Fig. 1: met4 routing
Drawn at 2 px/um. Supply wires on this layer in gray.
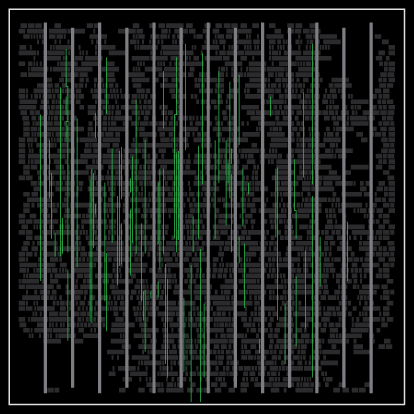
Fig. 2: signal wires on met3
Drawn at 3 px/um.
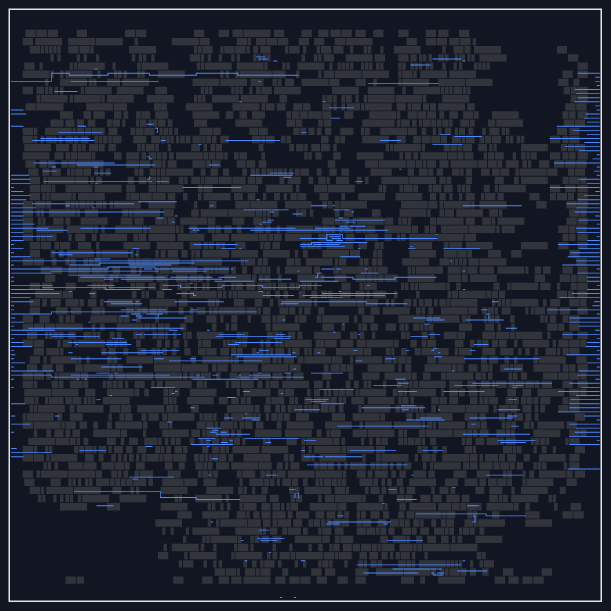
Fig. 3: signal wires on met2
Drawn at 2 px/um.
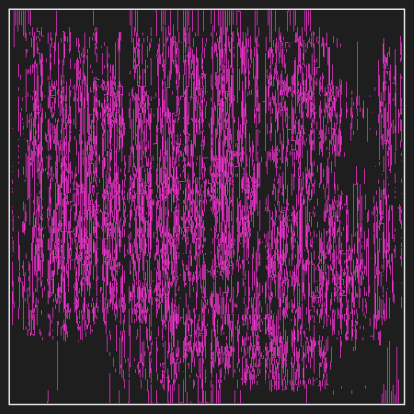
Fig. 4: track usage over the die
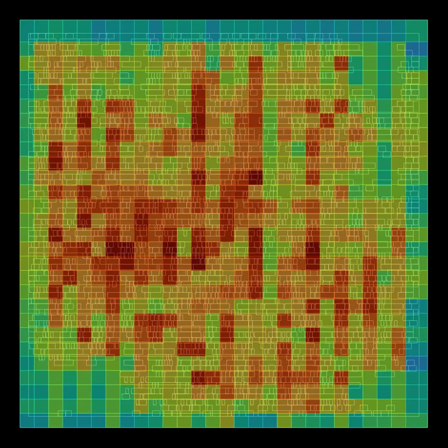
--- config.mk ---
export PLATFORM = sky130hd
export DESIGN_NAME = tile_ram_to_fifo_flat
export DESIGN_NICKNAME = d
export VERILOG_FILES = /design/src/rtl/tile_ram_to_fifo_pkg.sv /design/src/rtl/tile_ram_to_fifo_if.sv /design/src/rtl/tile_ram_to_fifo_addr_gen.sv /design/src/rtl/tile_ram_to_fifo.sv /design/src/flat_wrapper.sv
export SDC_FILE = /design/constraint.sdc
export NUM_CORES = 1
export LEC_CHECK = 0
export CORE_MARGIN = 4
export CORE_UTILIZATION = 51
export DETAILED_ROUTE_END_ITERATION = 10
export PLACE_DENSITY = 0.79
export SLEW_MARGIN = 20
export SYNTH_ARGS = -nofsm -noshare
export SYNTH_HDL_FRONTEND = slang
export SYNTH_SLANG_ARGS = --single-unit
--- constraint.sdc ---
create_clock -name clk -period 9.95 [get_ports clk]
set_clock_uncertainty 0.2 [all_clocks]
set_input_delay 2.4875 -clock clk [delete_from_list [all_inputs] [get_ports clk]]
set_output_delay 2.4875 -clock clk [all_outputs]
set_load 0.02 [all_outputs]
--- src/rtl/tile_ram_to_fifo_pkg.sv ---
// Shared definitions for the tile RAM-to-FIFO loader: default widths,
// FSM state encoding, padding width and the legal RAM read latency range.
package tile_ram_to_fifo_pkg;

  localparam int AW_DEF     = 32;
  localparam int DW_DEF     = 32;
  localparam int DIM_W_DEF  = 16;
  localparam int RD_LAT_DEF = 2;
  localparam int RD_LAT_MIN = 1;
  localparam int RD_LAT_MAX = 8;
  localparam int PAD_W      = 2;

  typedef enum logic [1:0] {
    ST_IDLE   = 2'd0,
    ST_ISSUE  = 2'd1,
    ST_DRAIN  = 2'd2,
    ST_FINISH = 2'd3
  } state_t;

  // True when a read latency lies inside the supported range.
  function automatic bit lat_ok(input int lat);
    return (lat >= RD_LAT_MIN) && (lat <= RD_LAT_MAX);
  endfunction

endpackage

--- src/rtl/tile_ram_to_fifo_if.sv ---
// RAM read port plus FIFO push port of one loader stream.
// master = loader side, slave = RAM/FIFO side.
interface tile_ram_to_fifo_if #(
  parameter int AW = tile_ram_to_fifo_pkg::AW_DEF,
  parameter int DW = tile_ram_to_fifo_pkg::DW_DEF
);
  logic          ram_rd_ena;
  logic [AW-1:0] ram_addr;
  logic [DW-1:0] data_from_ram;
  logic          fifo_push;
  logic          fifo_almost_full;
  logic [DW-1:0] data_to_fifo;

  modport master (
    output ram_rd_ena, ram_addr, fifo_push, data_to_fifo,
    input  data_from_ram, fifo_almost_full
  );

  modport slave (
    input  ram_rd_ena, ram_addr, fifo_push, data_to_fifo,
    output data_from_ram, fifo_almost_full
  );
endinterface

--- src/rtl/tile_ram_to_fifo_addr_gen.sv ---
// tile_addr_gen: walks channel/row/col positions of a tile (optionally with
// a P-wide zero border) and produces RAM addresses incrementally from the
// base and strides, without multipliers. Address only moves on interior
// positions; border positions are flagged through is_pad.
module tile_addr_gen
  import tile_ram_to_fifo_pkg::*;
#(
  parameter int AW    = AW_DEF,
  parameter int DIM_W = DIM_W_DEF
) (
  input  logic             clk,
  input  logic             rst,
  input  logic             load,
  input  logic             step,
  input  logic [AW-1:0]    cfg_base,
  input  logic [AW-1:0]    cfg_row_stride,
  input  logic [AW-1:0]    cfg_ch_stride,
  input  logic [DIM_W-1:0] cfg_ch_num,
  input  logic [DIM_W-1:0] cfg_row_num,
  input  logic [DIM_W-1:0] cfg_col_num,
  input  logic [PAD_W-1:0] cfg_pad,
  output logic [AW-1:0]    addr,
  output logic             is_pad,
  output logic             last
);
  // One extra bit so that count + 2P cannot overflow.
  localparam int EW = DIM_W + 1;

  logic [EW-1:0]    pad_ext, pad_twice;
  logic [AW-1:0]    row_stride_reg, ch_stride_reg;
  logic [DIM_W-1:0] ch_num_reg;
  logic [EW-1:0]    pad_reg, row_ext_reg, col_ext_reg, row_hi_reg, col_hi_reg;
  logic [EW-1:0]    col_idx_reg, col_idx_next, row_idx_reg, row_idx_next;
  logic [DIM_W-1:0] ch_idx_reg, ch_idx_next;
  logic [AW-1:0]    addr_reg, addr_next, row_ptr_reg, row_ptr_next;
  logic [AW-1:0]    ch_ptr_reg, ch_ptr_next;
  logic             col_inner, row_inner, col_end, row_end, ch_end;
  logic             col_inner_last, row_inner_last;

  assign pad_ext   = {{(EW-PAD_W){1'b0}}, cfg_pad};
  assign pad_twice = {{(EW-PAD_W-1){1'b0}}, cfg_pad, 1'b0};

  assign col_inner      = (col_idx_reg >= pad_reg) && (col_idx_reg < col_hi_reg);
  assign row_inner      = (row_idx_reg >= pad_reg) && (row_idx_reg < row_hi_reg);
  assign col_end        = (col_idx_reg == col_ext_reg - EW'(1));
  assign row_end        = (row_idx_reg == row_ext_reg - EW'(1));
  assign ch_end         = (ch_idx_reg == ch_num_reg - DIM_W'(1));
  assign col_inner_last = (col_idx_reg == col_hi_reg - EW'(1));
  assign row_inner_last = (row_idx_reg == row_hi_reg - EW'(1));

  assign is_pad = !(col_inner && row_inner);
  assign last   = col_end && row_end && ch_end;
  assign addr   = addr_reg;

  // Next position and next address for one step of the walk.
  always_comb begin
    col_idx_next = col_idx_reg;
    row_idx_next = row_idx_reg;
    ch_idx_next  = ch_idx_reg;
    addr_next    = addr_reg;
    row_ptr_next = row_ptr_reg;
    ch_ptr_next  = ch_ptr_reg;
    if (step) begin
      if (col_end) begin
        col_idx_next = '0;
        if (row_end) begin
          row_idx_next = '0;
          ch_idx_next  = ch_idx_reg + DIM_W'(1);
        end else begin
          row_idx_next = row_idx_reg + EW'(1);
        end
      end else begin
        col_idx_next = col_idx_reg + EW'(1);
      end
      // Pointers move only when a real word is consumed; the last interior
      // word of a row/channel jumps to the next row/channel start.
      if (!is_pad) begin
        if (col_inner_last) begin
          if (row_inner_last) begin
            ch_ptr_next  = ch_ptr_reg + ch_stride_reg;
            row_ptr_next = ch_ptr_next;
            addr_next    = ch_ptr_next;
          end else begin
            row_ptr_next = row_ptr_reg + row_stride_reg;
            addr_next    = row_ptr_next;
          end
        end else begin
          addr_next = addr_reg + AW'(1);
        end
      end
    end
  end

  // Latch configuration on load, otherwise advance the walk.
  always_ff @(posedge clk or posedge rst) begin
    if (rst) begin
      row_stride_reg <= '0;
      ch_stride_reg  <= '0;
      ch_num_reg     <= '0;
      pad_reg        <= '0;
      row_ext_reg    <= '0;
      col_ext_reg    <= '0;
      row_hi_reg     <= '0;
      col_hi_reg     <= '0;
      col_idx_reg    <= '0;
      row_idx_reg    <= '0;
      ch_idx_reg     <= '0;
      addr_reg       <= '0;
      row_ptr_reg    <= '0;
      ch_ptr_reg     <= '0;
    end else if (load) begin
      row_stride_reg <= cfg_row_stride;
      ch_stride_reg  <= cfg_ch_stride;
      ch_num_reg     <= cfg_ch_num;
      pad_reg        <= pad_ext;
      row_ext_reg    <= EW'(cfg_row_num) + pad_twice;
      col_ext_reg    <= EW'(cfg_col_num) + pad_twice;
      row_hi_reg     <= EW'(cfg_row_num) + pad_ext;
      col_hi_reg     <= EW'(cfg_col_num) + pad_ext;
      col_idx_reg    <= '0;
      row_idx_reg    <= '0;
      ch_idx_reg     <= '0;
      addr_reg       <= cfg_base;
      row_ptr_reg    <= cfg_base;
      ch_ptr_reg     <= cfg_base;
    end else begin
      col_idx_reg    <= col_idx_next;
      row_idx_reg    <= row_idx_next;
      ch_idx_reg     <= ch_idx_next;
      addr_reg       <= addr_next;
      row_ptr_reg    <= row_ptr_next;
      ch_ptr_reg     <= ch_ptr_next;
    end
  end

endmodule

--- src/rtl/tile_ram_to_fifo.sv ---
// tile_ram_to_fifo: fetches a channels x rows x cols tile from RAM and pushes
// it in order into a load FIFO. Reads are throttled by fifo_almost_full; an
// RD_LAT-deep valid/pad pipe turns each issued position into one push.
// Optional macro TILE_LOADER_PAD_EN adds cfg_pad (zero border of P words).
module tile_ram_to_fifo
  import tile_ram_to_fifo_pkg::*;
#(
  parameter int AW     = AW_DEF,
  parameter int DW     = DW_DEF,
  parameter int RD_LAT = RD_LAT_DEF,
  parameter int DIM_W  = DIM_W_DEF
) (
  input  logic              clk,
  input  logic              rst,
  input  logic              start,
  input  logic [AW-1:0]     cfg_base,
  input  logic [DIM_W-1:0]  cfg_ch_num,
  input  logic [DIM_W-1:0]  cfg_row_num,
  input  logic [DIM_W-1:0]  cfg_col_num,
  input  logic [AW-1:0]     cfg_row_stride,
  input  logic [AW-1:0]     cfg_ch_stride,
`ifdef TILE_LOADER_PAD_EN
  input  logic [PAD_W-1:0]  cfg_pad,
`endif
  output logic              busy,
  output logic              done,
  tile_ram_to_fifo_if.master bus
);

  if (!lat_ok(RD_LAT)) begin : g_bad_lat
    $error("tile_ram_to_fifo: RD_LAT out of supported range");
  end

  state_t           state_reg, state_next;
  logic             accept, issue, zero_dim;
  logic             ag_is_pad, ag_last;
  logic [AW-1:0]    ag_addr;
  logic [PAD_W-1:0] pad_sel;
  logic [RD_LAT-1:0] vld_pipe_reg, vld_pipe_next;
  logic [RD_LAT-1:0] pad_pipe_reg, pad_pipe_next;

`ifdef TILE_LOADER_PAD_EN
  assign pad_sel = cfg_pad;
`else
  assign pad_sel = '0;
`endif

  assign accept   = (state_reg == ST_IDLE) && start;
  assign zero_dim = (cfg_ch_num == '0) || (cfg_row_num == '0) || (cfg_col_num == '0);
  // One walk position is consumed per unstalled ISSUE cycle, border or not.
  assign issue    = (state_reg == ST_ISSUE) && !bus.fifo_almost_full;

  tile_addr_gen #(
    .AW    (AW),
    .DIM_W (DIM_W)
  ) u_addr_gen (
    .clk            (clk),
    .rst            (rst),
    .load           (accept),
    .step           (issue),
    .cfg_base       (cfg_base),
    .cfg_row_stride (cfg_row_stride),
    .cfg_ch_stride  (cfg_ch_stride),
    .cfg_ch_num     (cfg_ch_num),
    .cfg_row_num    (cfg_row_num),
    .cfg_col_num    (cfg_col_num),
    .cfg_pad        (pad_sel),
    .addr           (ag_addr),
    .is_pad         (ag_is_pad),
    .last           (ag_last)
  );

  // Valid/pad pipe: stage 0 captures the issue, the top stage drives the push.
  assign vld_pipe_next[0] = issue;
  assign pad_pipe_next[0] = issue && ag_is_pad;
  for (genvar gi = 1; gi < RD_LAT; gi++) begin : g_pipe
    assign vld_pipe_next[gi] = vld_pipe_reg[gi-1];
    assign pad_pipe_next[gi] = pad_pipe_reg[gi-1];
  end

  // Shift the return-path tracking pipe; reset discards in-flight reads.
  always_ff @(posedge clk or posedge rst) begin
    if (rst) begin
      vld_pipe_reg <= '0;
      pad_pipe_reg <= '0;
    end else begin
      vld_pipe_reg <= vld_pipe_next;
      pad_pipe_reg <= pad_pipe_next;
    end
  end

  // FSM state register.
  always_ff @(posedge clk or posedge rst) begin
    if (rst) state_reg <= ST_IDLE;
    else     state_reg <= state_next;
  end

  // FSM next state. An empty tile passes through DRAIN (pipe already empty),
  // which places its done pulse two cycles after start.
  always_comb begin
    state_next = state_reg;
    case (state_reg)
      ST_IDLE:   if (start) state_next = zero_dim ? ST_DRAIN : ST_ISSUE;
      ST_ISSUE:  if (issue && ag_last) state_next = ST_DRAIN;
      ST_DRAIN:  if (vld_pipe_next == '0) state_next = ST_FINISH;
      ST_FINISH: state_next = ST_IDLE;
      default:   state_next = ST_IDLE;
    endcase
  end

  assign busy             = (state_reg != ST_IDLE);
  assign done             = (state_reg == ST_FINISH);
  assign bus.ram_rd_ena   = issue && !ag_is_pad;
  assign bus.ram_addr     = ag_addr;
  assign bus.fifo_push    = vld_pipe_reg[RD_LAT-1];
  assign bus.data_to_fifo = (vld_pipe_reg[RD_LAT-1] && !pad_pipe_reg[RD_LAT-1])
                            ? bus.data_from_ram : '0;

endmodule
--- src/flat_wrapper.sv ---
// flat-port wrapper written by rule: the top's interface ports become plain ports
module tile_ram_to_fifo_flat import tile_ram_to_fifo_pkg::*;
#(
  parameter int AW     = AW_DEF,
  parameter int DW     = DW_DEF,
  parameter int RD_LAT = RD_LAT_DEF,
  parameter int DIM_W  = DIM_W_DEF
)
  (clk, rst, start, cfg_base, cfg_ch_num, cfg_row_num, cfg_col_num, cfg_row_stride, cfg_ch_stride, busy, done, bus_ram_rd_ena, bus_ram_addr, bus_fifo_push, bus_data_to_fifo, bus_data_from_ram, bus_fifo_almost_full);
  tile_ram_to_fifo_if #(.AW(AW), .DW(DW)) bus_i ();
  input  logic clk;
  input  logic rst;
  input  logic start;
  input  logic [AW-1:0] cfg_base;
  input  logic [DIM_W-1:0] cfg_ch_num;
  input  logic [DIM_W-1:0] cfg_row_num;
  input  logic [DIM_W-1:0] cfg_col_num;
  input  logic [AW-1:0] cfg_row_stride;
  input  logic [AW-1:0] cfg_ch_stride;
  output logic busy;
  output logic done;
  output wire logic [$bits(bus_i.ram_rd_ena)-1:0] bus_ram_rd_ena;
  output wire logic [$bits(bus_i.ram_addr)-1:0] bus_ram_addr;
  output wire logic [$bits(bus_i.fifo_push)-1:0] bus_fifo_push;
  output wire logic [$bits(bus_i.data_to_fifo)-1:0] bus_data_to_fifo;
  input wire logic [$bits(bus_i.data_from_ram)-1:0] bus_data_from_ram;
  input wire logic [$bits(bus_i.fifo_almost_full)-1:0] bus_fifo_almost_full;
  assign bus_ram_rd_ena = bus_i.ram_rd_ena;
  assign bus_ram_addr = bus_i.ram_addr;
  assign bus_fifo_push = bus_i.fifo_push;
  assign bus_data_to_fifo = bus_i.data_to_fifo;
  assign bus_i.data_from_ram = bus_data_from_ram;
  assign bus_i.fifo_almost_full = bus_fifo_almost_full;
  tile_ram_to_fifo #(.AW(AW), .DW(DW), .RD_LAT(RD_LAT), .DIM_W(DIM_W)) u_core (.clk(clk), .rst(rst), .start(start), .cfg_base(cfg_base), .cfg_ch_num(cfg_ch_num), .cfg_row_num(cfg_row_num), .cfg_col_num(cfg_col_num), .cfg_row_stride(cfg_row_stride), .cfg_ch_stride(cfg_ch_stride), .busy(busy), .done(done), .bus(bus_i));
endmodule
==> flow_metrics.py <==
# Synthesis and PnR figures
metrics = {
    "logic_synthesis": {
        "syn-num-nets": 2505,
        "postSynthSeqShare": 0.363,
        "ys_chip_area_um2": 18200,
        "syn_avg_cell_area_um2": 8.20,
        "postSynth.asyncResetShare": 1.00,
        "synthTopLogicFamily": "simple AND/OR/NAND/NOR gates",
        "most_common_cell": "nand2_1",
        "yosys-top-cells-count": "nand2_1 (430), dfrtp_1 (264), o21ai_0 (187)",
        "topCellsByArea": "dfrtp_1 (36%), nand2_1 (8.9%), ha_1 (7.3%)",
        "yosysTopAreaCellShare": 0.363,
        "ys_types": 88,
        "syn_inst": 2217,
        "ys_sh_mux": 0.0252,
        "yosysWarningCount": 0,
        "xor_share": 0.0698,
        "yosysCellCount": 2217,
        "synthAoiAreaFrac": 0.187,
        "synth-simple-area-share": 0.243,
        "edf_count": 0,
        "largest_area_cell": "dfrtp_1",
        "mappedNetlistArea_um2": 18200,
        "flop_cell": "dfrtp_1",
        "ys_ff": 264,
    },
    "power": {
        "pg_comb_w": 0.00427,
        "power_frac_seq": 0.260,
        "peakVddDrop_uv": 254,
        "p_seq_w": 0.00195,
        "total_power_w": 0.00749,
        "p_int_w": 0.00399,
        "power_switching_w": 0.00350,
        "combPwrFrac": 0.570,
        "power_per_cell_area_nw_per_um2": 339,
        "power_leader": "combinational cells",
        "switching_share": 0.467,
        "static-leakage-power_nw": 9.84,
        "pwr-share-clk": 0.170,
    },
    "drt": {
        "wl_met3_um": 4040,
        "met2_length_um": 26700,
        "ant_nets": 0,
        "wl_per_cell_um": 19.6,
        "dr.pass1.iters": 5,
        "drc_errors": 0,
        "avgViaCountPerCell": 6.03,
        "m1WireLength_um": 23000,
        "drtIter0Drc": 1320,
        "top_layer_used": "met4",
    },
    "final_layout": {
        "nNetsFinal": 2705,
        "bufAreaShareNonClock": 0.118,
        "fin_area_um2": 22100,
        "mostFrequentLayoutCell": "nand2_1",
        "num-nonclk-inverters": 67,
        "logic_gate_count": 1789,
        "n_all_buffers": 261,
        "flops": 264,
        "instances_no_fill": 2897,
        "comb_area_frac": 0.494,
        "drive_above_1_share": 0.0455,
        "fin_util": 0.634,
        "syn_to_final_growth_pct": 21.6,
        "seq_share": 0.299,
        "antenna-diode-count": 0,
        "dominant_cells": "combinational gates",
        "fill_cells": 3063,
        "clk_share": 0.0524,
        "clkbuf_count": 53,
        "mostFrequentLayoutCells": "nand2_1 (429), dfrtp_1 (264), clkdlybuf4s50_1 (247)",
    },
    "place": {
        "place_congestion": 0.941,
        "placed_cells": 2836,
        "dp_slack_ns": 2.74,
        "postPlaceCellArea_um2": 21000,
        "dp.final_hpwl_um": 42200,
        "io_buffers": 247,
    },
    "final_timing": {
        "worst_hold_slack_ns": 0.186,
        "slew_viol_final": 0,
        "fin_crit_sh": 0.732,
        "setup_viol": 0,
        "rsz0062_at_grt": "false",
        "tns_ns": 0,
        "fmax_ghz": 0.137,
        "setup_slack_ns": 2.67,
        "period_needed_ns": 7.28,
        "tightest_slew_ns": 1.14,
        "slew_headroom": 0.236,
    },
    "worst_setup_path": {
        "reg2regPathDepth": 10,
        "r2r-end": "u_core.u_addr_gen.addr[30]$_DFFE_PP0P_",
        "cp_cell_sequence": "clkdlybuf4s50_1 > nand2b_1 > or3_1 > buf_4 > clkinv_1 > clkdlybuf4s50_1",
        "critical_path_depth": 6,
        "worstPathArrival_ns": 4.59,
        "crit_path_start_kind": "input port",
        "cp_data_required_time_ns": 7.26,
        "crit_path_start": "bus_fifo_almost_full",
        "cpMostUsedCell": "clkdlybuf4s50_1",
        "critPathKind": "input port to output port",
        "cp_slowest_cell": "clkdlybuf4s50_1",
        "worstPathMaxFanout": 22,
        "r2r-start": "u_core.u_addr_gen.col_hi_reg[1]$_DFFE_PP0P_",
        "slowest_delay_ns": 0.61,
        "critPathBufInv": 4,
        "critical-path-top-delay-family": "buffers and inverters",
        "end_kind": "output port",
        "reg2reg_slack_ns": 4.87,
    },
    "clock_tree": {
        "insertion_delay_ns": 0.53,
        "cts_made_buffers": 34,
        "root_buffer": "clkbuf_16",
        "hold_buffers": 0,
        "cts_max_path_buffers": 3,
        "cts-htree-levels": 2,
        "clock_sinks": 264,
        "clk_pin_slew_ns": 0.06,
        "post_cts_buffers": 0,
        "post_cts_resized": 0,
        "cts_tree": "yes",
    },
    "floorplanning": {
        "fp.dieW_um": 197,
        "die_h_um": 197,
        "rows": 68,
        "core_util_floorplan": 0.521,
        "design.portCount": 248,
        "tap_cells": 455,
        "die_area_um2": 38700,
        "fp.coreArea_um2": 34900,
    },
    "global_routing": {
        "overflow": 0,
        "antenna_found_initial": 1,
        "grt_max_degree": 190,
        "grt_pass1_wl_um": 90500,
        "grt.busiest_layer": "met2",
        "grt_pass1_vias": 17400,
    },
    "min_path": {
        "min_to": "u_core.pad_pipe_reg[1]$_DFF_PP0_",
        "hold_depth": 0,
        "hold_class": "flop to flop",
        "hold_start": "u_core.pad_pipe_reg[0]$_DFF_PP0_",
    },
    "job": {
        "log.warning_count": 34,
        "cap_violations": 0,
    },
    "status": {
        "outcome": "complete, no violations",
    },
}
-- Fig. 1 (at the start) --
share of all routed wire = 5.4%
wire length on this layer = 3050 um
longest straight run = 90.4 um
main direction = vertical
nets with wire on the layer = 66
via count: 17.5k
DRT Wirelength: 56800 um

-- Fig. 2 (at the start) --
wire length on this layer = 4040 um
share of all routed wire = 7.1%
Global Route met3 Usage: 0.0485

-- Fig. 3 (at the start) --
longest straight run = 88.7 um
share of all routed wire = 47%
met2 Use GR: 0.478

-- Fig. 4 (at the start) --
met1 usage: 0.360
GRT Total Usage: 0.286

Power and IR drop assume default switching activity.
